`src/rtl/ab_bcd_sweep_ctrl.sv`:
```
// ab_bcd_sweep_ctrl
//   Walks the 16 input vectors {A,B,C,D} through an external combinational
//   function unit, holds each vector for SETTLE cycles, and then samples the
//   unit's output for one cycle. It builds a truth table and a ones count, and
//   compares the table against an expected table that is latched at start.
//
// Ports
//   clk, rst_n    clock, async active-low reset
//   start         begin a sweep (accepted only when idle)
//   abort         cancel a running sweep (ignored when not busy)
//   expected[15:0] expected truth table, latched when start is accepted
//   f_abcd[3:0]   vector to the function unit, A = MSB
//   f_q           function unit output
//   busy          high from the accepted start until the sweep ends or aborts
//   done          one-cycle pulse when a sweep completes
//   truth_table   captured Q values, bit i = vector i
//   ones_count    number of ones captured (0..16)
//   mismatch      at least one captured bit differed from expected
//   first_bad     lowest mismatching vector index
module ab_bcd_sweep_ctrl #(
  parameter int SETTLE = 1
) (
  input  logic        clk,
  input  logic        rst_n,
  input  logic        start,
  input  logic        abort,
  input  logic [15:0] expected,
  output logic [3:0]  f_abcd,
  input  logic        f_q,
  output logic        busy,
  output logic        done,
  output logic [15:0] truth_table,
  output logic [4:0]  ones_count,
  output logic        mismatch,
  output logic [3:0]  first_bad
);

  localparam int CW = (SETTLE > 1) ? $clog2(SETTLE) : 1;
  localparam logic [CW-1:0] CNT_LAST = CW'(SETTLE - 1);

  typedef enum logic [1:0] {S_IDLE, S_SETTLE, S_SAMPLE, S_DONE} state_t;

  state_t          r_state, w_next;
  logic [3:0]      r_idx;
  logic [CW-1:0]   r_cnt;
  logic [15:0]     r_exp;
  logic            r_busy, r_done, r_mis;
  logic [15:0]     r_tt;
  logic [4:0]      r_ones;
  logic [3:0]      r_bad;

  logic            w_accept, w_abort, w_capture, w_last;

  // State register
  always_ff @(posedge clk or negedge rst_n) begin
    if (!rst_n) r_state <= S_IDLE;
    else        r_state <= w_next;
  end

  // Next-state logic
  always_comb begin
    w_next = r_state;
    case (r_state)
      S_IDLE:   if (start) w_next = S_SETTLE;
      S_SETTLE: begin
        if (abort)                 w_next = S_IDLE;
        else if (r_cnt == CNT_LAST) w_next = S_SAMPLE;
      end
      S_SAMPLE: begin
        if (abort)              w_next = S_IDLE;
        else if (r_idx == 4'hF) w_next = S_DONE;
        else                    w_next = S_SETTLE;
      end
      S_DONE:   w_next = S_IDLE;
      default:  w_next = S_IDLE;
    endcase
  end

  // Control strobes decoded from the current state. Abort suppresses the
  // capture so a cancelled sweep never records the in-flight sample.
  always_comb begin
    w_accept  = (r_state == S_IDLE) && start;
    w_abort   = abort && ((r_state == S_SETTLE) || (r_state == S_SAMPLE));
    w_capture = (r_state == S_SAMPLE) && !abort;
    w_last    = w_capture && (r_idx == 4'hF);
  end

  // Datapath and registered outputs
  always_ff @(posedge clk or negedge rst_n) begin
    if (!rst_n) begin
      r_idx  <= '0;
      r_cnt  <= '0;
      r_exp  <= '0;
      r_busy <= 1'b0;
      r_done <= 1'b0;
      r_tt   <= '0;
      r_ones <= '0;
      r_mis  <= 1'b0;
      r_bad  <= '0;
    end else begin
      r_done <= w_last;
      if (w_accept) begin
        r_exp  <= expected;
        r_tt   <= '0;
        r_ones <= '0;
        r_mis  <= 1'b0;
        r_bad  <= '0;
        r_idx  <= '0;
        r_cnt  <= '0;
        r_busy <= 1'b1;
      end else if (w_abort) begin
        r_busy <= 1'b0;
        r_idx  <= '0;
        r_cnt  <= '0;
      end else if (r_state == S_SETTLE) begin
        r_cnt <= (r_cnt == CNT_LAST) ? '0 : r_cnt + 1'b1;
      end else if (w_capture) begin
        r_tt[r_idx] <= f_q;
        r_ones      <= r_ones + 5'(f_q);
        if ((f_q != r_exp[r_idx]) && !r_mis) begin
          r_mis <= 1'b1;
          r_bad <= r_idx;
        end
        r_cnt <= '0;
        if (w_last) begin
          // Return the vector bus to 0 once the sweep finishes.
          r_busy <= 1'b0;
          r_idx  <= '0;
        end else begin
          r_idx <= r_idx + 4'd1;
        end
      end
    end
  end

  assign f_abcd      = r_idx;
  assign busy        = r_busy;
  assign done        = r_done;
  assign truth_table = r_tt;
  assign ones_count  = r_ones;
  assign mismatch    = r_mis;
  assign first_bad   = r_bad;

endmodule

```
`config.mk`:
```
export PLATFORM = sky130hd
export DESIGN_NAME = ab_bcd_sweep_ctrl
export DESIGN_NICKNAME = d
export VERILOG_FILES = /design/src/rtl/ab_bcd_sweep_ctrl.sv
export SDC_FILE = /design/constraint.sdc
export NUM_CORES = 1
export LEC_CHECK = 0
export ABC_CLOCK_PERIOD_IN_PS = 2800
export CAP_MARGIN = 20
export CORE_ASPECT_RATIO = 0.8
export CORE_MARGIN = 2
export CORE_UTILIZATION = 50
export CTS_CLUSTER_SIZE = 10
export DETAILED_ROUTE_END_ITERATION = 10
export PLACE_DENSITY_LB_ADDON = 0.12
export SYNTH_ARGS = -nofsm -noshare
export SYNTH_HDL_FRONTEND = slang
export SYNTH_SLANG_ARGS = --single-unit
```
`constraint.sdc`:
```
create_clock -name clk -period 2.8 [get_ports clk]
set_input_delay 0.28 -clock clk [delete_from_list [all_inputs] [get_ports clk]]
set_output_delay 0.28 -clock clk [all_outputs]
set_load 0.05 [all_outputs]
```
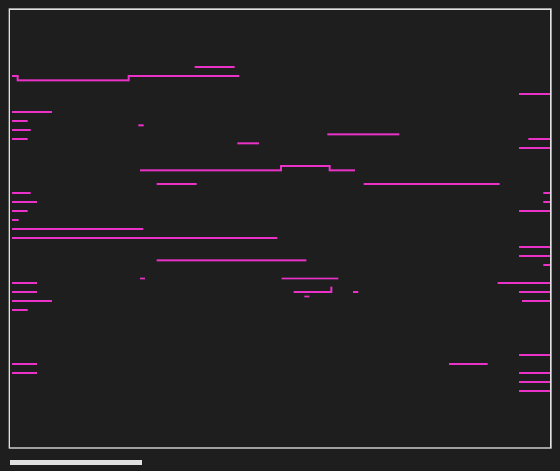
Figure 1: run 1, met3 routing.
Scale bar: 20 µm.
The layer holds 6.6% of the routed length. 41 nets have wire on it. The layer carries 320 µm of wire.
routed vias: 1730
final wirelength: 4818 µm
GRT met3 Usage: 5.601%

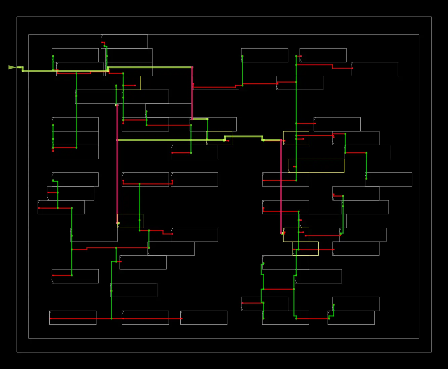
Figure 2: run 1, clock routing.
Clk. pwr: 0.507 mW
clk_skew: 0.005173 ns
Clock Buffer Count: 6

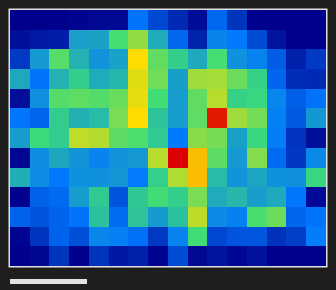
Figure 3: run 1, wire density map.
Scale bar: 20 µm. The die is cut into 16 by 13 equal tiles; dark blue is low, red is high, scaled to the fullest tile. Values are wire area over tile area, all layers added.
The densest ninth of the die: centre. The mean over all tiles is 0.14. The fullest tile reaches 0.46. 21% of the tiles are over half the peak. 12% of the tiles are nearly empty.
WL per Instance: 15.25 µm
GRT Resource Usage Total: 20.86%

==> reports/qor.yml, run 1 <==
initial_utilization_pct: 52.37
cts.sinks: 50
powerDensity_nw_per_um2: 745.3
final-seq-area_um2: 1251
critPathRequiredTime_ns: 3.03
netlist_instances: 201
r2r_setup_slack_ns: 0.19
syn_avg_cell_area_um2: 11.98
ys_top_logic_family: "multiplexers"
max-vdd-ir-drop_v: 0.0004011
ant_nets: 0
comb_area_um2: 1082
endpoint: "first_bad[2]"
p_int_mw: 1.548
reg2reg_depth: 5
fp_nets: 232
hold_viol_final: 0
relSlewSlack_pct: 53.46
clk_pin_slew_worst_paths_ns: 0.09
worst_r2r_endpoint: "first_bad[2]"
ys_seq_share_pct: 51.98
crit_family: "multiplexers"
cts-root-buf: "clkbuf_8"
top_area_cell: "dfrtp_1"
switching_share_pct: 33.39
ys_seq_elements: 50
crit_path_max_fanout: 6
overflow: 0
layout_top_cells: "clkdlybuf4s50_1, dfrtp_1, nand2_1, mux2i_1, mux2_2"
cts_buffers: 5
viasPerCell: 5.475
n_antenna_cell: 0
worstSetupStartpointType: "register"
first_pass_iters: 4
finalCriticalPeriod_ns: 2.606
r2r-start: "f_abcd[2]"
clkPwrFrac_pct: 21.8
placedCellCount: 307
critical-path-slowest-cell: "mux4_1"
cp.depth: 5
finalNonFillerCells: 316
yosys_cells: 201
critPathKind: "register to register"
clock_path_buffers: 2
clock_latency_ns: 0.30
numPortBuffers: 52
final_util_pct: 67.86
fp.dieH_um: 66.06
grt_max_degree: 51
slowest_delay_ns: 0.63
cp.arrival_ns: 2.84
tns_ns: 0
top_cell_area_share_pct: 51.98
slew_viol_final: 0
dpl.hpwl_um: 3546
p_comb_share_pct: 35.7
antenna_found_initial: 0
pre_cts_ws_ns: 0.2406
rsz0062_at_grt: "false"
chipArea_um2: 5389
synth-area-yosys_um2: 2407
nNetsFinal: 287
fmax_mhz: 383.7
p_leak_nw: 1.403
worst_pin_slew_ns: 0.6917
critPathBufInv: 0
fin_ws_ns: 0.1938
warnings: 32
grt_pass1_wl_um: 8362
htree_levels: 2
drc: 0
switchingPower_mw: 0.7762
grt_pass1_vias: 1754
startpoint: "f_abcd[2]"
fillers: 357
syn_to_final_growth_pct: 29.57
maxCapViolations: 0
endpoint_kind: "register"
synthXorXnorAreaFrac_pct: 2.859
tritoncts: "done"
drtIter0Drc: 117
syn_area_um2: 2407
hp-class: "primary input to async pin"
postCtsSetupBuffers: 0
power_frac_seq_pct: 42.5
yosys-top-cells-area: "dfrtp_1, nand2_1, ha_1, mux2_2, mux2i_1"
fp.dieW_um: 81.58
muxShareOfSynthArea_pct: 17.78
ys_sh_adder_pct: 5.198
finalCritPeriodShare_pct: 93.08
drive_gt1_share_pct: 10.94
core_area_um2: 4597
yosysWarnings: 0
row_count: 22
outcome: "finished clean"
pin_count: 53
setup_viol: 0
crit_chain: "mux4_1 -> mux4_2 -> xnor2_2 -> nor4_1 -> a32o_1"
globalplace.congestion: 0.8221
layout_top_cell: "clkdlybuf4s50_1"
simple_gate_share_pct: 12.53
aoi_share_pct: 6.601
netlist-cell-type-count: 36
==> run 1: registers in the layout, summed over array words and instances (netlist names) <==
signal and count:
truth_table 16, f_abcd 4, done 1, r_exp 16, mismatch 1, busy 1, first_bad 4, ones_count 5
r_state 2
==> run 1: worst register-to-register path, stage by stage, from the launching register on <==
cell and delay, ns:
dfrtp_1 0.50, mux4_1 0.63, mux4_2 0.51, xnor2_2 0.15, nor4_1 0.54, a32o_1 0.21
==> run 1: power by group through the flow <==
stage | combinational [mW] | sequential [mW] | clock [mW]
floorplan | 0.502 | 1.08 | 0
global placement | 0.810 | 0.999 | 0
detailed placement | 0.833 | 1.01 | 0
CTS | 0.835 | 0.992 | 0.519
global route | 0.923 | 1.02 | 0.553
finish | 0.830 | 0.987 | 0.507
==> run 1: cell type report <==
type | instances | share of cell area (%)
well taps | 60 | 2.407
clock inverters | 1 | 0.9627
clock buffers | 6 | 2.647
multi-input cells | 134 | 34.70
repair buffers | 57 | 18.21
inverters | 8 | 0.9627
flip-flops and latches | 50 | 40.11
==> run 1: cell usage after synthesis, drive strengths merged <==
cell type	n
o32ai	1
clkbuf	6
and2	1
mux2i	12
o211ai	1
nor3	2
buf	3
a32o	9
nor2	8
nand2	34
dfrtp	50
nand4	4
nand3	4
a21oi	4
xor2	5
nor3b	3
or3	1
ha	10
xnor2	2
o21ai	3
mux4	5
nor4	3
nor2b	2
and3b	1
a22o	1
nand4b	1
o21a	1
inv	8
mux2	16
==> run 1: worst min path at each step <==
| stage | startpoint | end | cells after the start |
|---|---|---|---|
| 2_1_floorplan | rst_n | busy | 0 |
| 3_3_place_gp | r_exp[2] | r_exp[2] | 1 |
| 3_5_place_dp | r_exp[5] | r_exp[5] | 1 |
| 4_1_cts | rst_n | r_exp[3] | 1 |
| 5_1_grt | rst_n | r_exp[3] | 2 |
| 6_report | rst_n | r_exp[3] | 2 |
==> run 1: layer usage <==
layer	share of wire, %	track usage, %	up-vias
met5	0	0	-
met1	46	28.89	841
met2	46	32.07	52
li1	-	-	826
met3	6.6	5.601	11
met4	1.5	6.667	0
==> run 1: kinds of logic (layout without fill, tap and decap cells) <==
kind of cell,count (synthesis),count (layout)
and+or+nand+nor,64,64
AOI/OAI and AO/OA,20,20
DFF,50,50
adders and majority gates,10,10
muxes,33,33
xor gates and xnor gates,7,7
buffers and inverters,17,72
==> run 1: timing repair <==
item,CTS,global route
endpoints found under the hold margin,0,22
hold buffers,0,1
resized,0,0
==> run 1: stage by stage <==
| step | hold slack (ns) | instance area (µm²) | total power, mW |
|---|---|---|---|
| 3_5_place_dp | 0.4767 | 2977 | 1.839 |
| 4_1_cts | 0.2080 | 3089 | 2.346 |
| 5_1_grt | 0.5116 | 3119 | 2.494 |
| 6_report | 0.4730 | 3119 | 2.325 |
| 2_1_floorplan | -0.01559 | 2407 | 1.586 |
| 3_3_place_gp | 0.4628 | 2977 | 1.810 |
==> run 2: changes to the inputs <==
--- a/config.mk
+++ b/config.mk
@@ -5,12 +5,13 @@
 export SDC_FILE = /design/constraint.sdc
 export NUM_CORES = 1
 export LEC_CHECK = 0
-export ABC_CLOCK_PERIOD_IN_PS = 2800
+export ABC_AREA = 1
+export ABC_CLOCK_PERIOD_IN_PS = 2210
 export CAP_MARGIN = 20
 export CORE_ASPECT_RATIO = 0.8
 export CORE_MARGIN = 2
-export CORE_UTILIZATION = 50
-export CTS_CLUSTER_SIZE = 10
+export CORE_UTILIZATION = 46
+export CTS_CLUSTER_SIZE = 20
 export DETAILED_ROUTE_END_ITERATION = 10
 export PLACE_DENSITY_LB_ADDON = 0.12
 export SYNTH_ARGS = -nofsm -noshare
==> constraint.sdc (replaced) <==
create_clock -name clk -period 2.21 [get_ports clk]
set_input_delay 0.221 -clock clk [delete_from_list [all_inputs] [get_ports clk]]
set_output_delay 0.221 -clock clk [all_outputs]
set_load 0.05 [all_outputs]
==> reports/qor.yml, run 2 <==
outcome: "finished clean"
yosysMostFrequentCell: "nand2_1"
synth-async-reset-ratio_pct: 100.0
cts_buffers: 5
synthFlopType: "dfrtp_1"
yosys-top-cells-area: "dfrtp_1, nand2_1, inv_1, ha_1, nand3_1"
crit_chain: "buf_4 -> clkdlybuf4s50_1"
syn_to_final_growth_pct: 28.03
hold_viol_final: 0
synth-area-yosys_um2: 2594
final_util_pct: 61.10
chipArea_um2: 6259
globalplace.congestion: 0.7658
clock_path_buffers: 2
track_usage_pct: 19.48
htree_levels: 2
finalCritPeriodShare_pct: 94.43
placed_cell_area_um2: 3219
cts-root-buf: "clkbuf_8"
grtUsageMet1_pct: 29.91
edf_count: 0
endpoint_kind: "output port"
finalCriticalPeriod_ns: 2.087
fmax_mhz: 479.2
top_cells_by_count: "nand2_1, dfrtp_1, inv_1"
worstSetupStartpointType: "register"
rsz0062_at_grt: "false"
netlist_instances: 301
initial_utilization_pct: 47.72
max-vdd-ir-drop_v: 0.0005510
design_area_um2: 3321
slew_viol_final: 0
grt_pass1_vias: 2019
maxCapViolations: 0
drive_gt1_share_pct: 12.74
relSlewSlack_pct: 65.55
yosys_cells: 301
finalNonFillerCells: 439
layout_top_cells: "nand2_1, clkdlybuf4s50_1, dfrtp_1, inv_1, nand3_1"
yosysWarnings: 0
ant_nets: 0
drtIter0Drc: 113
pin_count: 53
fillers: 527
crit_family: "buffers and inverters"
cp.arrival_ns: 1.87
drc: 0
grt_pass1_wl_um: 9632
clock_latency_ns: 0.29
critPathRequiredTime_ns: 1.99
n_antenna_cell: 0
netlist-cell-type-count: 32
clk_pin_slew_worst_paths_ns: 0.09
fp.dieH_um: 71.16
cts.sinks: 50
top_area_cell: "dfrtp_1"
powerDensity_nw_per_um2: 924.2
ys_seq_share_pct: 48.24
tns_ns: 0
slowest_delay_ns: 0.80
worst_pin_slew_ns: 0.5151
ys_seq_elements: 50
p_leak_nw: 1.572
warnings: 32
first_pass_iters: 4
antenna_found_initial: 0
busiest_layer: "met1"
syn_area_um2: 2594
setup_viol: 0
numPortBuffers: 52
fp_nets: 332
tritoncts: "done"
critical-path-slowest-cell: "clkdlybuf4s50_1"
wire_per_inst_um: 12.87
placedCellCount: 430
use_met3_pct: 3.851
viasPerCell: 4.911
overflow: 0
syn_avg_cell_area_um2: 8.617
dpl.hpwl_um: 4301
grt_use_met2_pct: 29.46
fp.dieW_um: 87.96
nNetsFinal: 391
grt_max_degree: 34
hp-class: "primary input to async pin"
critPathKind: "register to output port"
critPathBufInv: 2
layout_top_cell: "nand2_1"
crit_path_max_fanout: 10
wirelength_um: 5649
num_vias: 2156
top_cell_area_share_pct: 48.24
fin_worst_skew_ns: 0.002403
## run 2: netlist changes by cell type after synthesis, moves of 9 or more
| cell | delta |
|---|---|
| a21oi_1 | +10 |
| nand3_1 | +21 |
| inv_1 | +28 |
| nor2_1 | +13 |
| nand2_1 | +25 |
| mux2i_1 | -12 |
| o21ai_0 | +23 |
| nand2_2 | +9 |
| mux2_2 | -11 |
## run 2: through the flow
step	setup slack [ns]	total power [mW]	hold WS, ns
2_1_floorplan	0.3964	2.212	-0.07459
3_3_place_gp	0.3559	2.518	0.2196
3_5_place_dp	0.2760	2.545	0.2235
4_1_cts	0.1025	3.093	0.4479
5_1_grt	0.05618	3.294	0.4735
6_report	0.1232	3.069	0.4264
## run 2: path summary, 6_finish.rpt
path / end / slack, ns / startpoint / depth (start not counted)
max: f_abcd[0] / 0.12 / f_abcd[0] / 2
min: r_exp[11] / 0.43 / rst_n / 2
max reg2reg: truth_table[9] / 0.27 / r_state[0] / 10
min reg2reg: truth_table[4] / 0.48 / truth_table[4] / 2
max in group asynchronous: truth_table[11] / 1.25 / rst_n / 3
min in group clk: truth_table[4] / 0.48 / truth_table[4] / 2
## run 2: repair_timing
item / in CTS / in global routing
endpoints found under the hold margin: 21 / 0
resized: 0 / 0
hold buffers: 1 / 0
buffers inserted: 0 / 0
## run 2: logic make-up after synthesis
kind of cell	count (synthesis)	synth area share [%]
flip-flops	50	48.24
XOR/XNOR	3	1.013
adder cells (fa/ha/maj)	10	4.824
buffers and inverters	49	7.815
AND/OR/NAND/NOR	136	26.05
AND-OR/OR-AND	53	12.06
## run 2: layer usage
metal  share of wire, %  routed length, µm
met1                 52               2924
met2                 44               2476
met3                4.0                228
met4               0.34                 19
met5                  0                  0
## run 2: final cells by class
cell class | instances | area, µm² | share of cell area, %
sequential | 50 | 1251 | 37.68
multi-input combinational | 202 | 1140 | 34.33
timing repair buffer | 59 | 583.1 | 17.56
inverter | 42 | 157.7 | 4.748
tap | 78 | 97.59 | 2.939
clock buffer | 7 | 86.33 | 2.600
clock inverter | 1 | 5.005 | 0.1507
## run 2: power breakdown
part | internal (mW) | switching, mW | total, mW
logic | 0.428 | 0.888 | 1.32
clock network | 0.253 | 0.291 | 0.544
registers | 1.12 | 0.0909 | 1.21
## run 2: worst reg2reg max path, cell delays in order (launching register included)
cell and delay (ns):
dfrtp_1 0.39, inv_1 0.13, ha_1 0.21, nand2_2 0.16
nor2_4 0.23, nor2_4 0.10, inv_2 0.18, nand2_1 0.13
nor2_1 0.16, a21oi_1 0.06, a21oi_1 0.12
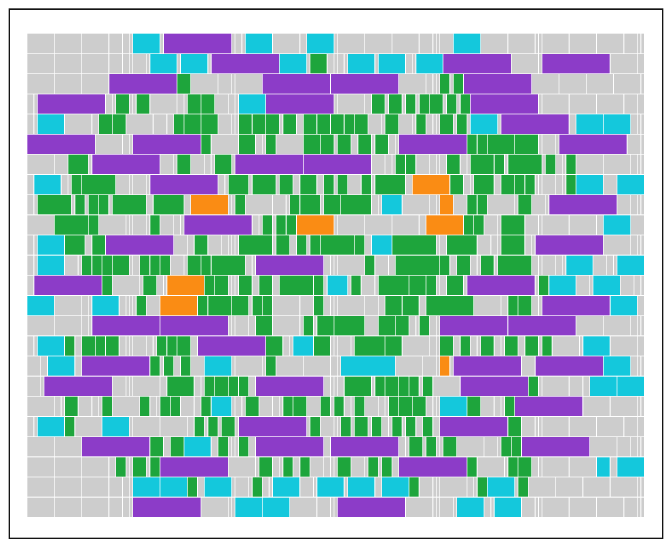
Figure 4: run 2, cells coloured by class.
Fill, decap, tap and diode cells in grey.
clock drivers and dummy loads: marked orange, cells 8. remaining buffers and delay cells: marked cyan, cells 59. combinational and other logic: marked green, cells 244. sequential cells: marked purple, cells 50.
flop share of the area: 37.68%
Core Box Area: 5435 µm²
row count: 24

No activity file was given, so power comes from the tool's default toggle rates.
